==> src/rtl/arbitro_rr_fifos_pkg.sv <==
// Shared types and helpers for the FIFO round-robin arbiter.
// State encoding, clog2, DEST_W and destination extraction.
package arbitro_rr_fifos_pkg;

    typedef enum logic [1:0] {
        IDLE  = 2'd0,
        XFER  = 2'd1,
        STALL = 2'd2
    } state_t;

    function automatic int clog2(input int n);
        int r;
        r = 0;
        for (int i = 0; i < 31; i++)
            if ((1 << i) < n) r = i + 1;
        return r;
    endfunction

    localparam int N_FIFOS_DEF = 4;
    localparam int DEST_W      = clog2(N_FIFOS_DEF);

    // Destination = top dest_w bits of a data_w-bit word.
    function automatic logic [31:0] dest_of(input logic [31:0] word,
                                            input int data_w,
                                            input int dest_w);
        logic [31:0] mask;
        mask = (32'd1 << dest_w) - 32'd1;
        return (word >> (data_w - dest_w)) & mask;
    endfunction

endpackage

==> src/rtl/arbitro_rr_fifos_rr_selector.sv <==
// Combinational priority scan starting at a rotating pointer.
// Ports: req, start -> one-hot grant, grant_idx, any_grant.
module arbitro_rr_fifos_rr_selector #(
    parameter int N = 4,
    parameter int W = 2
) (
    input  logic [N-1:0] req,
    input  logic [W-1:0] start,
    output logic [N-1:0] grant,
    output logic [W-1:0] grant_idx,
    output logic         any_grant
);

    always_comb begin
        logic [W-1:0] idx;
        idx       = '0;
        grant     = '0;
        grant_idx = '0;
        any_grant = 1'b0;
        for (int k = 0; k < N; k++) begin
            // N is a power of 2, so the W-bit add wraps modulo N.
            idx = start + W'(k);
            if (!any_grant && req[idx]) begin
                any_grant  = 1'b1;
                grant_idx  = idx;
                grant[idx] = 1'b1;
            end
        end
    end

endmodule

==> src/rtl/arbitro_rr_fifos.sv <==
// Round-robin arbiter moving one word/cycle from input to output FIFOs.
// Ports: clk, reset, enable, in_empty, in_data, out_almost_full ->
//   in_pop (comb), out_push, out_data, grant_id (reg), stall, busy.
// Macro ARB_PRIO_FIJA_EN: fixed priority, input 0 highest, no rr_ptr.
module arbitro_rr_fifos
    import arbitro_rr_fifos_pkg::*;
#(
    parameter  int N_FIFOS = 4,
    parameter  int DATA_W  = 10,
    localparam int DW      = clog2(N_FIFOS)
) (
    input  logic                      clk,
    input  logic                      reset,
    input  logic                      enable,
    input  logic [N_FIFOS-1:0]        in_empty,
    input  logic [N_FIFOS*DATA_W-1:0] in_data,
    input  logic [N_FIFOS-1:0]        out_almost_full,
    output logic [N_FIFOS-1:0]        in_pop,
    output logic [N_FIFOS-1:0]        out_push,
    output logic [DATA_W-1:0]         out_data,
    output logic [DW-1:0]             grant_id,
    output logic                      stall,
    output logic                      busy
);

    state_t              state, state_n;
    logic [DATA_W-1:0]   heads [N_FIFOS];
    logic [DW-1:0]       dests [N_FIFOS];
    logic [N_FIFOS-1:0]  req;
    logic [N_FIFOS-1:0]  sel_grant;
    logic [DW-1:0]       sel_idx;
    logic                any_req;
    logic                all_empty;
    logic                do_xfer;
    logic [DW-1:0]       start_ptr;
    logic [N_FIFOS-1:0]  push_vec;

    always_comb begin
        for (int i = 0; i < N_FIFOS; i++) begin
            heads[i] = in_data[i*DATA_W +: DATA_W];
            dests[i] = DW'(dest_of(32'(heads[i]), DATA_W, DW));
            req[i]   = !in_empty[i] && !out_almost_full[dests[i]];
        end
    end

    arbitro_rr_fifos_rr_selector #(
        .N (N_FIFOS),
        .W (DW)
    ) u_rr_selector (
        .req       (req),
        .start     (start_ptr),
        .grant     (sel_grant),
        .grant_idx (sel_idx),
        .any_grant (any_req)
    );

    assign all_empty = &in_empty;
    assign do_xfer   = enable && any_req && !reset;
    assign in_pop    = do_xfer ? sel_grant : '0;

    always_comb begin
        push_vec                 = '0;
        push_vec[dests[sel_idx]] = 1'b1;
    end

`ifdef ARB_PRIO_FIJA_EN
    assign start_ptr = '0;
`else
    logic [DW-1:0] rr_ptr;

    assign start_ptr = rr_ptr;

    always_ff @(posedge clk or posedge reset) begin
        if (reset)
            rr_ptr <= '0;
        else if (do_xfer)
            rr_ptr <= sel_idx + DW'(1);
    end
`endif

    always_ff @(posedge clk or posedge reset) begin
        if (reset) begin
            state    <= IDLE;
            out_push <= '0;
            out_data <= '0;
            grant_id <= '0;
        end else begin
            state <= state_n;
            if (do_xfer) begin
                out_push <= push_vec;
                out_data <= heads[sel_idx];
                grant_id <= sel_idx;
            end else begin
                out_push <= '0;
            end
        end
    end

    // Every state follows the same exit rule; the state only
    // records which kind of cycle was just seen.
    always_comb begin
        state_n = state;
        if (!enable || all_empty)
            state_n = IDLE;
        else if (any_req)
            state_n = XFER;
        else
            state_n = STALL;
    end

    assign stall = (state == STALL);
    assign busy  = (state == XFER);

endmodule

==> config.mk <==
export PLATFORM = sky130hd
export DESIGN_NAME = arbitro_rr_fifos
export DESIGN_NICKNAME = d
export VERILOG_FILES = /design/src/rtl/arbitro_rr_fifos_pkg.sv /design/src/rtl/arbitro_rr_fifos_rr_selector.sv /design/src/rtl/arbitro_rr_fifos.sv
export SDC_FILE = /design/constraint.sdc
export NUM_CORES = 1
export LEC_CHECK = 0
export ABC_AREA = 1
export CAP_MARGIN = 20
export CORE_MARGIN = 4
export CORE_UTILIZATION = 43
export CTS_BUF_LIST = sky130_fd_sc_hd__clkbuf_16
export CTS_CLUSTER_SIZE = 12
export DETAILED_ROUTE_END_ITERATION = 16
export GPL_TIMING_DRIVEN = 1
export MAX_ROUTING_LAYER = met4
export PLACE_DENSITY = 0.86
export SLEW_MARGIN = 10
export SYNTH_ARGS = -nofsm -noshare
export SYNTH_HDL_FRONTEND = slang
export SYNTH_HIERARCHICAL = 1
export SYNTH_SLANG_ARGS = --single-unit
==> constraint.sdc <==
create_clock -name clk -period 2.7 [get_ports clk]
set_input_delay 0.54 -clock clk [delete_from_list [all_inputs] [get_ports clk]]
set_output_delay 0.54 -clock clk [all_outputs]
set_load 0.1 [all_outputs]
run_1/flops_by_reg.png
Bar = 20 um. Other sequential cells in the stronger gray, the rest of the logic in the fainter gray.
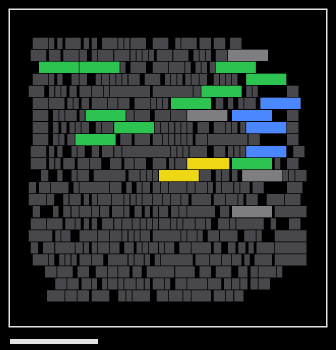
Key: out_data = green [flops 10]; out_push = blue [flops 4]; rr_ptr = yellow [flops 2]

run_1/congestion.png
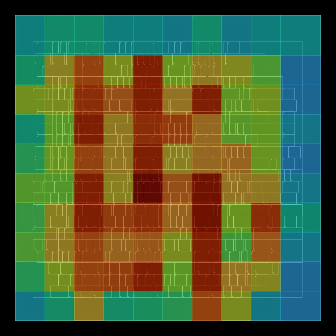
Global Route Usage Sum: 24.8%
met3 Use GR: 3.79%
fin util: 82.6%

run_1/clk_routes.png
Bar = 20 um.
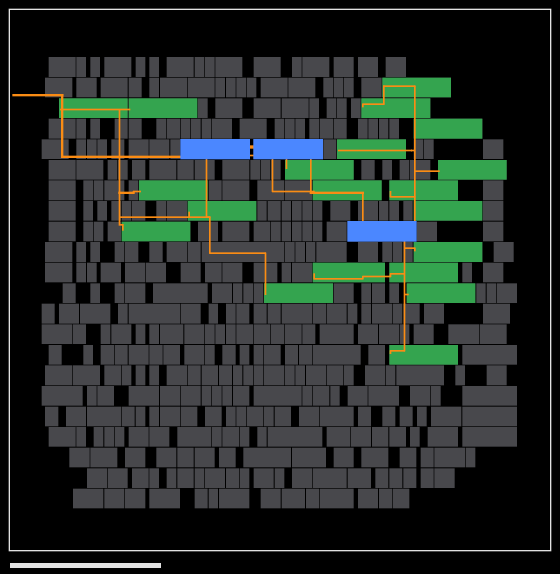
Key: clock wires = orange [length 247 um]; flip-flops = green [count 20]; clock drivers = blue [count 3]
There are 4 routed clock nets.

==> reports/qor.yml, run 1 <==
status:
  status: "finished with violations"
  violations: "negative setup slack"
routing:
  first_pass_iters: 4
  wl_per_cell_um: 14.4
  drtAntennaViolNets: 0
  wirelength_um: 6480
  highest-signal-layer: "met4"
  vias: 2371
yosys:
  ys.flop_type: "dfrtp_1"
  syn_avg_cell_area_sq_um: 6.12
  synthSimpleGateAreaFrac_pct: 50.6
  floorplan.nets: 339
  fa_ha_area_share_pct: 3.61
  ys_seq_elements: 20
  ys_sh_xor_pct: 0.506
  yosys-top-cells-area: "dfrtp_1, nand2_1, nand3_1"
timing:
  period_needed_ns: 2.71
  worst_slew_pin_slew_ns: 0.287
  fin_tns_setup_ns: -0.0183
  finalClockPeriodUsage_pct: 100
  hold_ws_ns: 0.477
  setup_viol: 2
  setup_slack_ns: -0.0102
global_routing:
  grt_busiest_layer: "met2"
  grt_pass1_wl_um: 10200
worst_setup_path:
  end_kind: "primary output"
  crit_type: "input pin to primary output"
  r2r-start: "rr_ptr[1]"
worst_hold_path:
  min_from: "out_data[9]"
clocking:
  hold_buffers: 0
  clk_path_buf_depth: 2
  post_cts_buffers: 17
placed_design:
  placement.io_buffers: 72
  place_ws_ns: -0.486
floorplanning:
  chip_area_sq_mm: 0.00511
  rows: 22
cells_and_area:
  num_antenna_cells: 0
  drive_above_1_share_pct: 34.7
  layout.nets: 460
flow_run:
  warnings: 32
## run 1: layout make-up
cell class / count / area (sq um)
clock inverters: 1 / 30.0
repair buffers: 124 / 1110
fillers: 224 / 657
well taps: 48 / 60.1
multi-input cells: 228 / 1220
flip-flops and latches: 20 / 502
clock buffers: 3 / 75.1
inverters: 27 / 111
## run 1: worst max path at each step
stage | startpoint | endpoint | slack [ns]
after global routing | out_almost_full[3] | in_pop[1] | -0.12
after global placement | in_data[28] | in_pop[1] | -0.40
after CTS | in_data[19] | in_pop[2] | 0.0003
after detailed placement | out_almost_full[3] | in_pop[1] | -0.49
after floorplan | in_data[18] | in_pop[0] | -0.20
final | in_empty[2] | in_pop[0] | -0.01
## run 1: flip-flops by register name, summed over array words and instances, names as in the netlist
name,count
out_data,10
out_push,4
grant_id,2
rr_ptr,2
state,2
## run 1: critical path, stage by stage
cell	delay, ns
clkdlybuf4s15_1	0.18
o21bai_1	0.16
nor2_1	0.16
inv_1	0.07
nand2_2	0.10
nand3_4	0.10
nand2_4	0.10
nor2_1	0.04
buf_4	0.15
a21oi_1	0.15
nand3_1	0.10
inv_1	0.10
nor2_4	0.05
buf_12	0.16
## run 1: cell usage in the layout (no fill, tap or decap), types with 3 or more instances in the layout
master,n
a21boi_1,4
a21oi_1,6
a21oi_2,3
buf_12,6
buf_2,3
buf_4,68
buf_6,5
clkbuf_16,3
clkbuf_2,3
clkdlybuf4s15_1,3
clkdlybuf4s50_1,34
dfrtp_1,19
ha_1,5
inv_1,17
inv_2,8
nand2_1,106
nand2_2,17
nand3_1,35
nand3_4,4
nand4_1,7
nor2_1,17
nor2_2,4
nor2_4,6
o21ai_1,3
run_1/logic_types.png
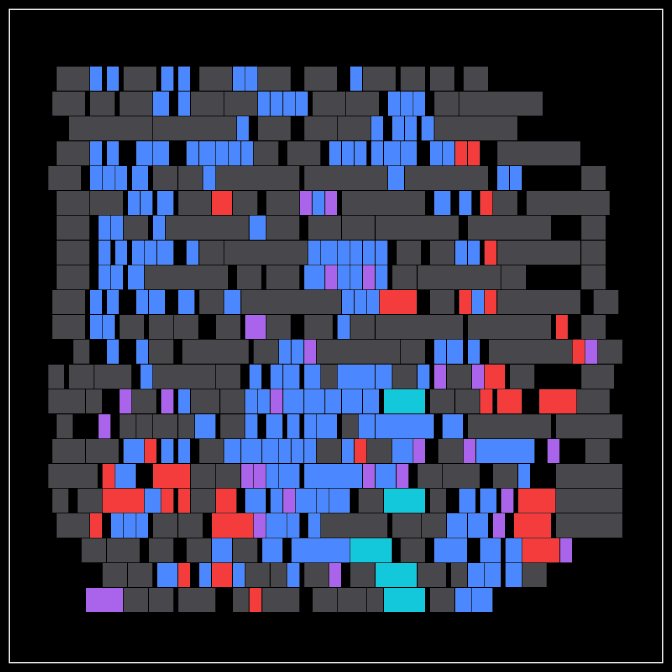

==> run 2, diff against run 1 <==
CORE_UTILIZATION = 39   (was 43)
PLACE_DENSITY = 0.82   (was 0.86)
SLEW_MARGIN = not set   (was 10)
clock period = 2.2 ns   (was 2.7 ns; I/O delays follow)
run_2/logic_types.png
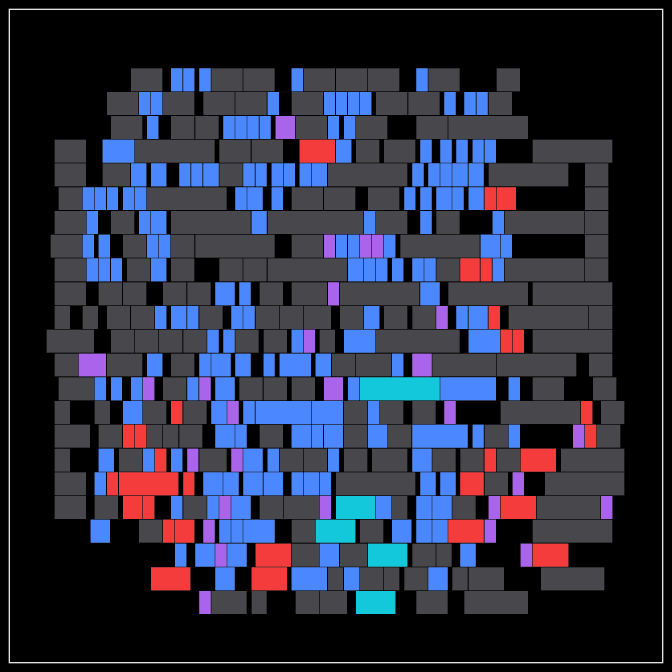
Key: adder and majority cells = cyan [cells 5, where south]; NOR gates = red [cells 30]; inverters = purple [cells 27]; NAND gates = blue [cells 171]

==> run 2 against run 1 <==
The flow still finishes with violations (negative setup slack). Register-to-register slack got worse by 0.36 ns. Hold slack gained 0.0022 ns. Clock-buffer cell count unchanged. Clock skew increased by 0.00060 ns. Highest routed layer unchanged. Final area grew 2.9%. Largest cell class unchanged.
==> reports/qor.yml, run 2 <==
global_routing:
  track_usage_pct: 22.4  # -2.4 points
  grt_busiest_layer: "met2"
  grt_pass1_wl_um: 9630  # -5.3%
timing:
  period_needed_ns: 2.59
  setup_viol: 22  # +20
  finalClockPeriodUsage_pct: 118
  setup_slack_ns: -0.387  # -0.377 ns
routing:
  vias: 2397  # +1.1%
  wirelength_um: 6620  # +2.2%
  highest-signal-layer: "met4"
  wl_per_cell_um: 14.4  # +0.22%
  first_pass_iters: 8  # +4
status:
  violations: "negative setup slack"
  status: "finished with violations"
cells_and_area:
  top_regs: "out_data x10, out_push x4"
  largest_register_ffs: 10  # unchanged
  num_antenna_cells: 0  # unchanged
  finish.utilization_pct: 77.4  # -5.2 points
  regMostFlops: "out_data"
  drive_above_1_share_pct: 38.8  # +4.0 points
  layout_top_cells: "nand2_1, buf_4, clkdlybuf4s50_1, nand3_1, dfrtp_1"
worst_setup_path:
  cp_slowest_cell: "buf_4"
  crit_path_max_incr_delay_ns: 0.13  # -0.05 ns
  path_common_cell: "buf_4"
  crit_type: "input pin to register"
  crit_start: "in_data[39]"
  end_kind: "register"
clocking:
  clk_path_buf_depth: 2  # unchanged
  hold_buffers: 0  # unchanged
flow_run:
  warnings: 33  # +3.1%
placed_design:
  placement.io_buffers: 72  # unchanged
floorplanning:
  rows: 23  # +4.5%
  chip_area_sq_mm: 0.00557  # +9.1%
worst_hold_path:
  min_from: "out_data[9]"
yosys:
  syn_avg_cell_area_sq_um: 6.12  # unchanged
## run 2: cell types whose count changed in the layout (fill, tap and decap cells not counted), sizes merged
cell           delta
buf              +11
clkbuf            -3
clkdlybuf4s15     -1
## run 2: cell families after synthesis
logic type / after synthesis / synth area share (%)
compound gates: 21 / 7.37
simple gates: 201 / 50.6
flops: 20 / 28.9
xor+xnor: 1 / 0.506
fa+ha+maj: 5 / 3.61
buf+inv: 35 / 9.03
## run 2: timing repair
action                                  in CTS  in global routing
resized                                     97                 28
setup buffers                               17                  7
cloned                                       1                  0
endpoints found under the setup margin      24                 22
pin swaps                                   27                 25
## run 2: final cells by class
class | instances | area [sq um] | share of cell area (%)
multi-input cells | 228 | 1260 | 39.3
well taps | 50 | 62.6 | 1.95
repair buffers | 131 | 1160 | 36.3
inverters | 27 | 114 | 3.55
clock inverters | 1 | 30.0 | 0.937
flip-flops and latches | 20 | 502 | 15.7
clock buffers | 3 | 75.1 | 2.34
## run 2: through the flow
stage / setup TNS [ns] / hold slack [ns] / area (sq um)
finish: -4.23 / 0.479 / 3210
global route: -6.75 / 0.516 / 3210
CTS: -1.04 / 0.487 / 3060
detailed placement: -18.56 / 0.471 / 2760
global placement: -17.33 / 0.469 / 2760
floorplan: -2.05 / 0.300 / 1780
## run 2: critical path: cells and delay by family
family,cells,cell delay [ns]
buffers and inverters,17,1.97
AND/OR/NAND/NOR,5,0.37
